## src/rtl/ssd_pkg.sv

```systemverilog
`default_nettype none
// +----------------------------------------------------------------------------+
// | Module : ssd_pkg                                                           |
// | Desc   : Shared FSM state type and seven-segment codes for ssd_scan_ctrl.  |
// | Rev    : 1.0  initial release                                              |
// +----------------------------------------------------------------------------+
package ssd_pkg;

    typedef enum logic [1:0] {
        ST_IDLE    = 2'd0,
        ST_CONVERT = 2'd1,
        ST_COMMIT  = 2'd2
    } ssd_state_t;

    // Segment order is [6:0] = g..a, active low.
    localparam logic [6:0] SEG_ZERO  = 7'b1000000;
    localparam logic [6:0] SEG_BLANK = 7'b1111111;
    localparam logic [6:0] SEG_MINUS = 7'b0111111;

    function automatic logic [6:0] seg_decode(input logic [3:0] d);
        case (d)
            4'd0:    seg_decode = 7'b1000000;
            4'd1:    seg_decode = 7'b1111001;
            4'd2:    seg_decode = 7'b0100100;
            4'd3:    seg_decode = 7'b0110000;
            4'd4:    seg_decode = 7'b0011001;
            4'd5:    seg_decode = 7'b0010010;
            4'd6:    seg_decode = 7'b0000010;
            4'd7:    seg_decode = 7'b1111000;
            4'd8:    seg_decode = 7'b0000000;
            4'd9:    seg_decode = 7'b0010000;
            default: seg_decode = SEG_BLANK;
        endcase
    endfunction

endpackage
`default_nettype wire

```

## src/rtl/ssd_scan_ctrl_if.sv

```systemverilog
`default_nettype none
// +----------------------------------------------------------------------------+
// | Module : ssd_scan_ctrl_if                                                  |
// | Desc   : Core-side value/handshake and board-side anode/segment bundle.    |
// | Rev    : 1.0  initial release                                              |
// +----------------------------------------------------------------------------+
interface ssd_scan_ctrl_if #(
    parameter int NUM_W  = 13,
    parameter int DIGITS = 8
);
    logic [NUM_W-1:0]  num;
    logic              load;
    logic              busy;
    logic              done;
    logic              ovf;
    logic [DIGITS-1:0] Anode;
    logic [6:0]        LED_out;

    modport master (output num, load, input  busy, done, ovf, Anode, LED_out);
    modport slave  (input  num, load, output busy, done, ovf, Anode, LED_out);
endinterface
`default_nettype wire

```

## src/rtl/ssd_bin2bcd.sv

```systemverilog
`default_nettype none
// +----------------------------------------------------------------------------+
// | Module : ssd_bin2bcd                                                       |
// | Desc   : Serial double-dabble converter, one bit per clock after start.    |
// | Rev    : 1.0  initial release                                              |
// +----------------------------------------------------------------------------+
module ssd_bin2bcd #(
    parameter int NUM_W = 13,
    parameter int BCD_W = 36
) (
    input  wire logic             clk,
    input  wire logic             reset,
    input  wire logic             start,
    input  wire logic [NUM_W-1:0] bin,
    output logic                  busy,
    output logic                  last,
    output logic [BCD_W-1:0]      bcd
);
    localparam int BIT_W = $clog2(NUM_W + 1);

    logic [BIT_W-1:0] bit_cnt_q, bit_cnt_d;
    logic [NUM_W-1:0] bin_q, bin_d;
    logic [BCD_W-1:0] bcd_q, bcd_d;
    logic [BCD_W-1:0] bcd_adj;

    always_comb begin
        bcd_adj = bcd_q;
        for (int i = 0; i < BCD_W / 4; i++) begin
            if (bcd_q[4*i +: 4] >= 4'd5)
                bcd_adj[4*i +: 4] = bcd_q[4*i +: 4] + 4'd3;
        end

        bit_cnt_d = bit_cnt_q;
        bin_d     = bin_q;
        bcd_d     = bcd_q;
        if (start) begin
            bit_cnt_d = BIT_W'(NUM_W);
            bin_d     = bin;
            bcd_d     = '0;
        end else if (bit_cnt_q != '0) begin
            {bcd_d, bin_d} = {bcd_adj, bin_q} << 1;
            bit_cnt_d      = bit_cnt_q - 1'b1;
        end
    end

    always_ff @(posedge clk) begin
        if (!reset) begin
            bit_cnt_q <= '0;
            bin_q     <= '0;
            bcd_q     <= '0;
        end else begin
            bit_cnt_q <= bit_cnt_d;
            bin_q     <= bin_d;
            bcd_q     <= bcd_d;
        end
    end

    assign busy = (bit_cnt_q != '0);
    assign last = (bit_cnt_q == BIT_W'(1));
    assign bcd  = bcd_q;
endmodule
`default_nettype wire

```

## src/rtl/ssd_scan_ctrl.sv

```systemverilog
`default_nettype none
// +----------------------------------------------------------------------------+
// | Module : ssd_scan_ctrl                                                     |
// | Desc   : Multiplexed 7-seg controller: BCD conversion, blanking, scanning. |
// |          Define SSD_SIGNED_EN to treat num as two's complement.            |
// | Rev    : 1.0  initial release                                              |
// +----------------------------------------------------------------------------+
module ssd_scan_ctrl
    import ssd_pkg::*;
#(
    parameter int NUM_W       = 13,
    parameter int DIGITS      = 8,
    parameter int REFRESH_DIV = 100000
) (
    input wire logic      clk,
    input wire logic      reset,
    ssd_scan_ctrl_if.slave bus
);
    localparam int CNT_W = $clog2(REFRESH_DIV);
    localparam int IDX_W = (DIGITS > 1) ? $clog2(DIGITS) : 1;
    localparam int BCD_W = 4 * (DIGITS + 1);

    ssd_state_t state_q;
    logic       busy_q, done_q;
    logic       conv_start, conv_busy, conv_last;
    logic [NUM_W-1:0] mag;
    logic [BCD_W-1:0] conv_bcd;

    logic [DIGITS-1:0][6:0] seg_q, seg_d;
    logic [DIGITS-1:0]      lit_q, lit_d;
    logic                   ovf_q, ovf_d, ovf_calc;
    int                     msd;

    logic [CNT_W-1:0]  cnt_q, cnt_d;
    logic [IDX_W-1:0]  idx_q, idx_d;
    logic [DIGITS-1:0] anode_q, anode_d;
    logic [6:0]        led_q, led_d;

    assign conv_start = (state_q == ST_IDLE) && bus.load;

`ifdef SSD_SIGNED_EN
    logic neg_q, neg_d;
    // Negation in NUM_W bits keeps the most negative value exact as unsigned.
    assign mag   = bus.num[NUM_W-1] ? (~bus.num + 1'b1) : bus.num;
    assign neg_d = conv_start ? bus.num[NUM_W-1] : neg_q;
    always_ff @(posedge clk) begin
        if (!reset) neg_q <= 1'b0;
        else        neg_q <= neg_d;
    end
`else
    assign mag = bus.num;
`endif

    ssd_bin2bcd #(.NUM_W(NUM_W), .BCD_W(BCD_W)) u_bin2bcd (
        .clk   (clk),
        .reset (reset),
        .start (conv_start),
        .bin   (mag),
        .busy  (conv_busy),
        .last  (conv_last),
        .bcd   (conv_bcd)
    );

    always_ff @(posedge clk) begin
        if (!reset) begin
            state_q <= ST_IDLE;
            busy_q  <= 1'b0;
            done_q  <= 1'b0;
        end else begin
            done_q <= 1'b0;
            case (state_q)
                ST_IDLE: begin
                    if (bus.load) begin
                        state_q <= ST_CONVERT;
                        busy_q  <= 1'b1;
                    end
                end
                ST_CONVERT: begin
                    if (conv_last || !conv_busy) state_q <= ST_COMMIT;
                end
                ST_COMMIT: begin
                    state_q <= ST_IDLE;
                    busy_q  <= 1'b0;
                    done_q  <= 1'b1;
                end
                default: state_q <= ST_IDLE;
            endcase
        end
    end

    always_comb begin
        msd = 0;
        for (int i = 0; i < DIGITS; i++) begin
            if (conv_bcd[4*i +: 4] != 4'd0) msd = i;
        end
        ovf_calc = (conv_bcd[BCD_W-1 -: 4] != 4'd0);
`ifdef SSD_SIGNED_EN
        if (neg_q && (msd + 1 >= DIGITS)) ovf_calc = 1'b1;
`endif

        seg_d = seg_q;
        lit_d = lit_q;
        ovf_d = ovf_q;
        if (state_q == ST_COMMIT) begin
            ovf_d = ovf_calc;
            for (int i = 0; i < DIGITS; i++) begin
                if (ovf_calc) begin
                    seg_d[i] = SEG_MINUS;
                    lit_d[i] = 1'b1;
                end else if (i <= msd) begin
                    seg_d[i] = seg_decode(conv_bcd[4*i +: 4]);
                    lit_d[i] = 1'b1;
                end
`ifdef SSD_SIGNED_EN
                else if (neg_q && (i == msd + 1)) begin
                    seg_d[i] = SEG_MINUS;
                    lit_d[i] = 1'b1;
                end
`endif
                else begin
                    seg_d[i] = SEG_BLANK;
                    lit_d[i] = 1'b0;
                end
            end
        end
    end

    always_comb begin
        if (cnt_q == CNT_W'(REFRESH_DIV - 1)) begin
            cnt_d = '0;
            idx_d = (idx_q == IDX_W'(DIGITS - 1)) ? '0 : idx_q + 1'b1;
        end else begin
            cnt_d = cnt_q + 1'b1;
            idx_d = idx_q;
        end
        // A blanked digit keeps every anode off while its slot is scanned.
        anode_d = '1;
        if (lit_q[idx_q]) anode_d[idx_q] = 1'b0;
        led_d = seg_q[idx_q];
    end

    always_ff @(posedge clk) begin
        if (!reset) begin
            seg_q   <= {DIGITS{SEG_ZERO}};
            lit_q   <= DIGITS'(1);
            ovf_q   <= 1'b0;
            cnt_q   <= '0;
            idx_q   <= '0;
            anode_q <= ~DIGITS'(1);
            led_q   <= SEG_ZERO;
        end else begin
            seg_q   <= seg_d;
            lit_q   <= lit_d;
            ovf_q   <= ovf_d;
            cnt_q   <= cnt_d;
            idx_q   <= idx_d;
            anode_q <= anode_d;
            led_q   <= led_d;
        end
    end

    assign bus.busy    = busy_q;
    assign bus.done    = done_q;
    assign bus.ovf     = ovf_q;
    assign bus.Anode   = anode_q;
    assign bus.LED_out = led_q;
endmodule
`default_nettype wire
```

## src/flat_wrapper.sv

```systemverilog
// flat-port wrapper written by rule: the top's interface ports become plain ports
module ssd_scan_ctrl_flat import ssd_pkg::*;
#(
    parameter int NUM_W       = 13,
    parameter int DIGITS      = 8,
    parameter int REFRESH_DIV = 100000
)
  (clk, reset, bus_num, bus_load, bus_busy, bus_done, bus_ovf, bus_Anode, bus_LED_out);
  ssd_scan_ctrl_if #(.NUM_W(NUM_W), .DIGITS(DIGITS)) bus_i ();
  input wire logic clk;
  input wire logic reset;
  input wire logic [$bits(bus_i.num)-1:0] bus_num;
  input wire logic [$bits(bus_i.load)-1:0] bus_load;
  output wire logic [$bits(bus_i.busy)-1:0] bus_busy;
  output wire logic [$bits(bus_i.done)-1:0] bus_done;
  output wire logic [$bits(bus_i.ovf)-1:0] bus_ovf;
  output wire logic [$bits(bus_i.Anode)-1:0] bus_Anode;
  output wire logic [$bits(bus_i.LED_out)-1:0] bus_LED_out;
  assign bus_i.num = bus_num;
  assign bus_i.load = bus_load;
  assign bus_busy = bus_i.busy;
  assign bus_done = bus_i.done;
  assign bus_ovf = bus_i.ovf;
  assign bus_Anode = bus_i.Anode;
  assign bus_LED_out = bus_i.LED_out;
  ssd_scan_ctrl #(.NUM_W(NUM_W), .DIGITS(DIGITS), .REFRESH_DIV(REFRESH_DIV)) u_core (.clk(clk), .reset(reset), .bus(bus_i));
endmodule
```

## config.mk

```make
export PLATFORM = sky130hd
export DESIGN_NAME = ssd_scan_ctrl_flat
export DESIGN_NICKNAME = d
export VERILOG_FILES = /design/src/rtl/ssd_pkg.sv /design/src/rtl/ssd_scan_ctrl_if.sv /design/src/rtl/ssd_bin2bcd.sv /design/src/rtl/ssd_scan_ctrl.sv /design/src/flat_wrapper.sv
export SDC_FILE = /design/constraint.sdc
export NUM_CORES = 1
export LEC_CHECK = 0
export ABC_CLOCK_PERIOD_IN_PS = 4900
export CAP_MARGIN = 5
export CORE_ASPECT_RATIO = 0.8
export CORE_MARGIN = 1.5
export CORE_UTILIZATION = 50
export DETAILED_ROUTE_END_ITERATION = 12
export GPL_TIMING_DRIVEN = 0
export PLACE_DENSITY = 0.67
export REMOVE_ABC_BUFFERS = 1
export SYNTH_ARGS = -nofsm -noshare
export SYNTH_HDL_FRONTEND = slang
export SYNTH_SLANG_ARGS = --single-unit
```

## constraint.sdc

```tcl
create_clock -name clk -period 4.9 [get_ports clk]
set_input_delay 0.735 -clock clk [delete_from_list [all_inputs] [get_ports clk]]
set_output_delay 0.735 -clock clk [all_outputs]
set_load 0.02 [all_outputs]
```

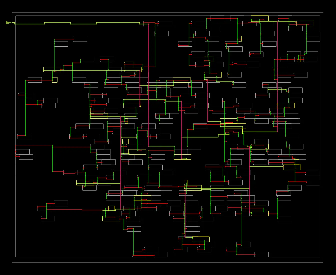
**Above:** run 1 (clock nets).
Num CTS Buffers: 21
Clk. pwr: 1.60 mW
Sink Count: 213
clock skew: 14.6 ps

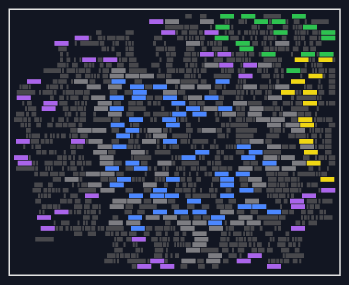
**Above:** run 1 (sequential cells grouped by signal name).
Scale: 2 px per um. Other sequential cells in the stronger grey, the rest of the logic in the fainter grey.
Key: u_core.u_bin2bcd.bcd = purple [flops 36, where all over the die]; u_core.cnt_q = green [flops 17, where upper right]; u_core.u_bin2bcd.bin_q = yellow [flops 13]; u_core.seg_q = blue [flops 56]
Another 91 sequential cells are not coloured.

==> run notes, run 1 <==
flow finished, numbers: Synth Seq Share 0.408, worst reg2reg setup slack 1060 ps, vias per cell 5.82, antenna-violating nets left 0, number of global-route vias before repair 7406, Slew @ Worst Pin 1260 ps, peak supply drop 0.265 mV, hpwl dp 17100 um, clock period minus worst slack 3840 ps, RSZ-0062 raised after global routing no, routability cong. 0.825, deepest clock path buffer count 3, final instance area 11600 um^2, Remaining DRCs 0, Synth Register Bits 213, Post-CTS Hold Buffers 0, Post-Layout Cell Count 1398, outcome completed, GR Util met2 0.334, Critical Path Source Type flip-flop, CTS tree built, Crit. path cell count 13, hold path depth 2, drt total wl 24300 um, M1 GR Usage 0.339, Die X 165 um
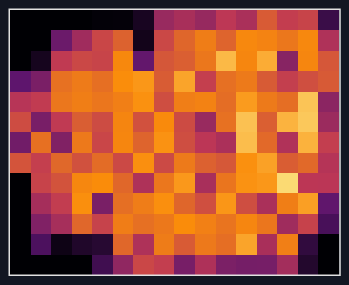
**Above:** run 1 (placement density heat map).
Scale: 2 px per um. The die is cut into 16 by 13 equal tiles; black is low, pale yellow is high, 0 to 100% covered.
The mean over all tiles is 52%. 13% of the tiles are over 75% full. The fullest tile reaches 92%. 9.1% of the tiles are nearly empty. The emptiest ninth of the die: lower left.
core area: 20600 um^2
Core Util at FP: 0.508

run 1: power groups by stage:
stage | clock (mW) | sequential, mW | combinational (mW)
4_1_cts | 1.62 | 1.97 | 0.923
2_1_floorplan | 0 | 1.97 | 0.635
3_3_place_gp | 0 | 2.01 | 0.856
5_1_grt | 1.69 | 1.99 | 1.02
3_5_place_dp | 0 | 2.01 | 0.918
6_report | 1.60 | 1.97 | 0.919
run 1: cell usage in the layout (no fill, tap or decap), types with 16 or more instances in the layout:
| cell type | count |
|---|---|
| nand2b_1 | 19 |
| clkdlybuf4s50_1 | 32 |
| ha_1 | 67 |
| inv_1 | 52 |
| nand3_1 | 22 |
| a2bb2oi_1 | 17 |
| nor2_1 | 104 |
| clkbuf_16 | 21 |
| dfxtp_1 | 213 |
| nor3_1 | 26 |
| a21oi_1 | 33 |
| o21ai_0 | 32 |
| mux2i_1 | 22 |
| xnor2_1 | 16 |
| nand2_1 | 125 |
| o221a_2 | 48 |
| a211oi_1 | 20 |
run 1: logic make-up after synthesis:
| kind of cell | share of synthesized area |
|---|---|
| muxes | 0.0376 |
| adders and majority gates | 0.0802 |
| DFF | 0.408 |
| and+or+nand+nor | 0.172 |
| xor gates and xnor gates | 0.0210 |
| AOI/OAI and AO/OA | 0.231 |
| buffers and inverters | 0.0501 |
run 1: layout make-up:
class / count / area (um^2)
Clock buffer: 25 / 561
Multi-Input combinational cell: 781 / 5680
Clock inverter: 9 / 108
Sequential cell: 213 / 4260
Timing Repair Buffer: 41 / 473
Fill cell: 1803 / 8940
Inverter: 60 / 225
Tap cell: 269 / 337
run 1: routing by layer:
layer  vias to the layer above  wire, um
met5                         -         0
met4                         0       461
met3                        31      1390
met2                       186     10300
met1                      3840     12200
li1                       4073         -
**Run 1: floorplan with the power grid**

Scale: 2 px per um. Pins as bars on the die edge.
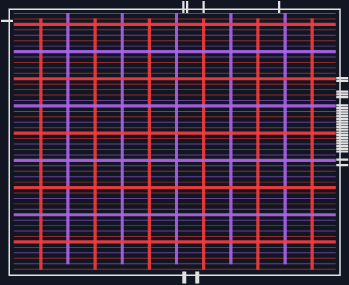

==> run 1 -> run 2 <==
--- a/config.mk
+++ b/config.mk
@@ -5,14 +5,14 @@
 export SDC_FILE = /design/constraint.sdc
 export NUM_CORES = 1
 export LEC_CHECK = 0
-export ABC_CLOCK_PERIOD_IN_PS = 4900
+export ABC_CLOCK_PERIOD_IN_PS = 3200
 export CAP_MARGIN = 5
 export CORE_ASPECT_RATIO = 0.8
 export CORE_MARGIN = 1.5
 export CORE_UTILIZATION = 50
 export DETAILED_ROUTE_END_ITERATION = 12
 export GPL_TIMING_DRIVEN = 0
-export PLACE_DENSITY = 0.67
+export PLACE_DENSITY = 0.7
 export REMOVE_ABC_BUFFERS = 1
 export SYNTH_ARGS = -nofsm -noshare
 export SYNTH_HDL_FRONTEND = slang
==> constraint.sdc (replaced) <==
create_clock -name clk -period 3.2 [get_ports clk]
set_input_delay 0.48 -clock clk [delete_from_list [all_inputs] [get_ports clk]]
set_output_delay 0.48 -clock clk [all_outputs]
set_load 0.02 [all_outputs]
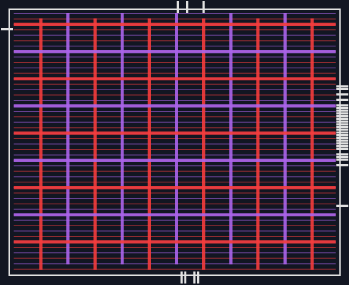
**Above:** run 2 (floorplan with the power grid).
Scale: 2 px per um. Pins as bars on the die edge.
Key: VSS = red; VDD = purple
11 straps on met4. The core has 47 rows.

==> run 2 against run 1 <==
  * Critical path depth decreased by 3
  * Synthesized cell count did not move
  * Synthesized area stayed put
  * Design area up 1.4%
  * Count of clock-buffer cells in the layout rose by 3
  * Clock skew fell by 5.2 ps
  * Global-route usage fell by 0.12 points
  * Sequential share of layout area is 0.49 points lower
  * Cell count grew 0.64%
  * Die size did not move
  * Register-to-register slack lost 810 ps
  * Critical path type is now primary input to flip-flop
==> run notes, run 2 <==
flow finished, numbers: Core Util at FP 0.508 (unchanged), Synth Seq Share 0.408 (unchanged), outcome completed, Sink Count 213 (unchanged), CTS tree built, clock period minus worst slack 2970 ps, hpwl dp 16600 um (-3.2%), metal2 WL 10000 um (-2.5%), Num CTS Buffers 22 (+4.8%), Synth Area in Simple Gates 0.172 (unchanged), Synth Register Bits 213 (unchanged), routability cong. 0.873 (+5.9%), RSZ-0062 raised after global routing no, Remaining DRCs 0 (unchanged), wire length on met1 12100 um (-0.61%), combinational fraction of design power 0.206, metal3 WL 1450 um (+4.6%), peak supply drop 0.449 mV (+69%), drt total wl 24000 um (-1.2%), core area 20600 um^2 (unchanged), Slew @ Worst Pin 1100 ps (-159 ps), Top non-seq family AND-OR/OR-AND gates, most frequent cells in the layout 211 x dfxtp_1, 125 x nand2_1, 104 x nor2_1, number of global-route vias before repair 7579 (+2.3%), vias per cell 5.84 (+0.48%), Die X 165 um (unchanged), Post-CTS Hold Buffers 0 (unchanged), most frequent logic cell in the layout dfxtp_1, uppermost routed layer met4
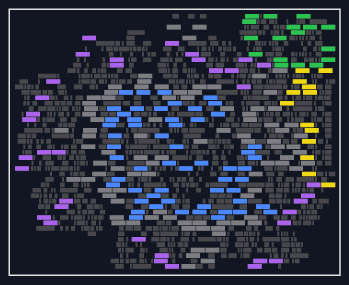
**Above:** run 2 (sequential cells grouped by signal name).
Scale: 2 px per um. Other sequential cells in the stronger grey, the rest of the logic in the fainter grey.
Key: u_core.u_bin2bcd.bcd = purple [flops 36, where all over the die]; u_core.cnt_q = green [flops 17, where upper right]; u_core.seg_q = blue [flops 56]; u_core.u_bin2bcd.bin_q = yellow [flops 13]
Another 91 sequential cells are not coloured.
sequential cell power: 3.03 mW
Sequential Area: 4270 um^2
post-route core utilization: 0.574
flop share of the area: 0.361

-- run 2: cell count changes in the layout (fill, tap and decap cells not counted), sizes merged --
| cell | previous run | this run |
|---|---|---|
| bufinv | 2 | 3 |
| clkinvlp | 2 | 3 |
| buf | 9 | 14 |
| clkinv | 5 | 4 |
| clkbuf | 25 | 28 |
-- run 2: final cells by class --
cell class / count / share of cell area
inverters: 60 / 0.0194
clock buffers: 28 / 0.0520
well taps: 269 / 0.0285
flip-flops and latches: 213 / 0.361
multi-input cells: 781 / 0.484
clock inverters: 10 / 0.0117
repair buffers: 46 / 0.0432
-- run 2: routing by layer --
metal / vias up / track usage
li1: 4086 / -
met1: 3865 / 0.347
met2: 241 / 0.326
met3: 30 / 0.0286
met4: 0 / 0.0541
met5: - / 0
-- run 2: path summary, 6_finish.rpt --
kind / endpoint / cells past startpoint / startpoint / slack, ps
max: flip-flop / 10 / bus_load / 230
min: u_core.seg_q[7]$_SDFFE_PN0P_ / 2 / reset / 440
max reg2reg: u_core.seg_q[10]$_SDFFE_PN0P_ / 7 / u_core.u_bin2bcd.bcd[16]$_SDFFE_PP0N_ / 250
min reg2reg: u_core.u_bin2bcd.bcd[33]$_SDFFE_PP0N_ / 2 / u_core.u_bin2bcd.bcd[33]$_SDFFE_PP0N_ / 460
-- run 2: power groups by stage --
stage                     logic, mW  registers (mW)  clock network [mW]
after floorplan               0.973            3.02                   0
after detailed placement       1.40            3.08                   0
after global routing           1.63            3.05                2.82
final                          1.47            3.03                2.66
after global placement         1.31            3.07                   0
after CTS                      1.44            3.02                2.71
-- run 2: stage by stage --
step                hold WS, ps  instances  cell area [um^2]  utilization
finish                      441       1407             11800        0.574
global route                434       1407             11800        0.574
CTS                         400       1405             11800        0.572
floorplan                   426       1054             10200            -
global placement            440       1356             10800        0.526
detailed placement          449       1364             11000        0.533
No activity file was given, so power comes from the tool's default toggle rates.
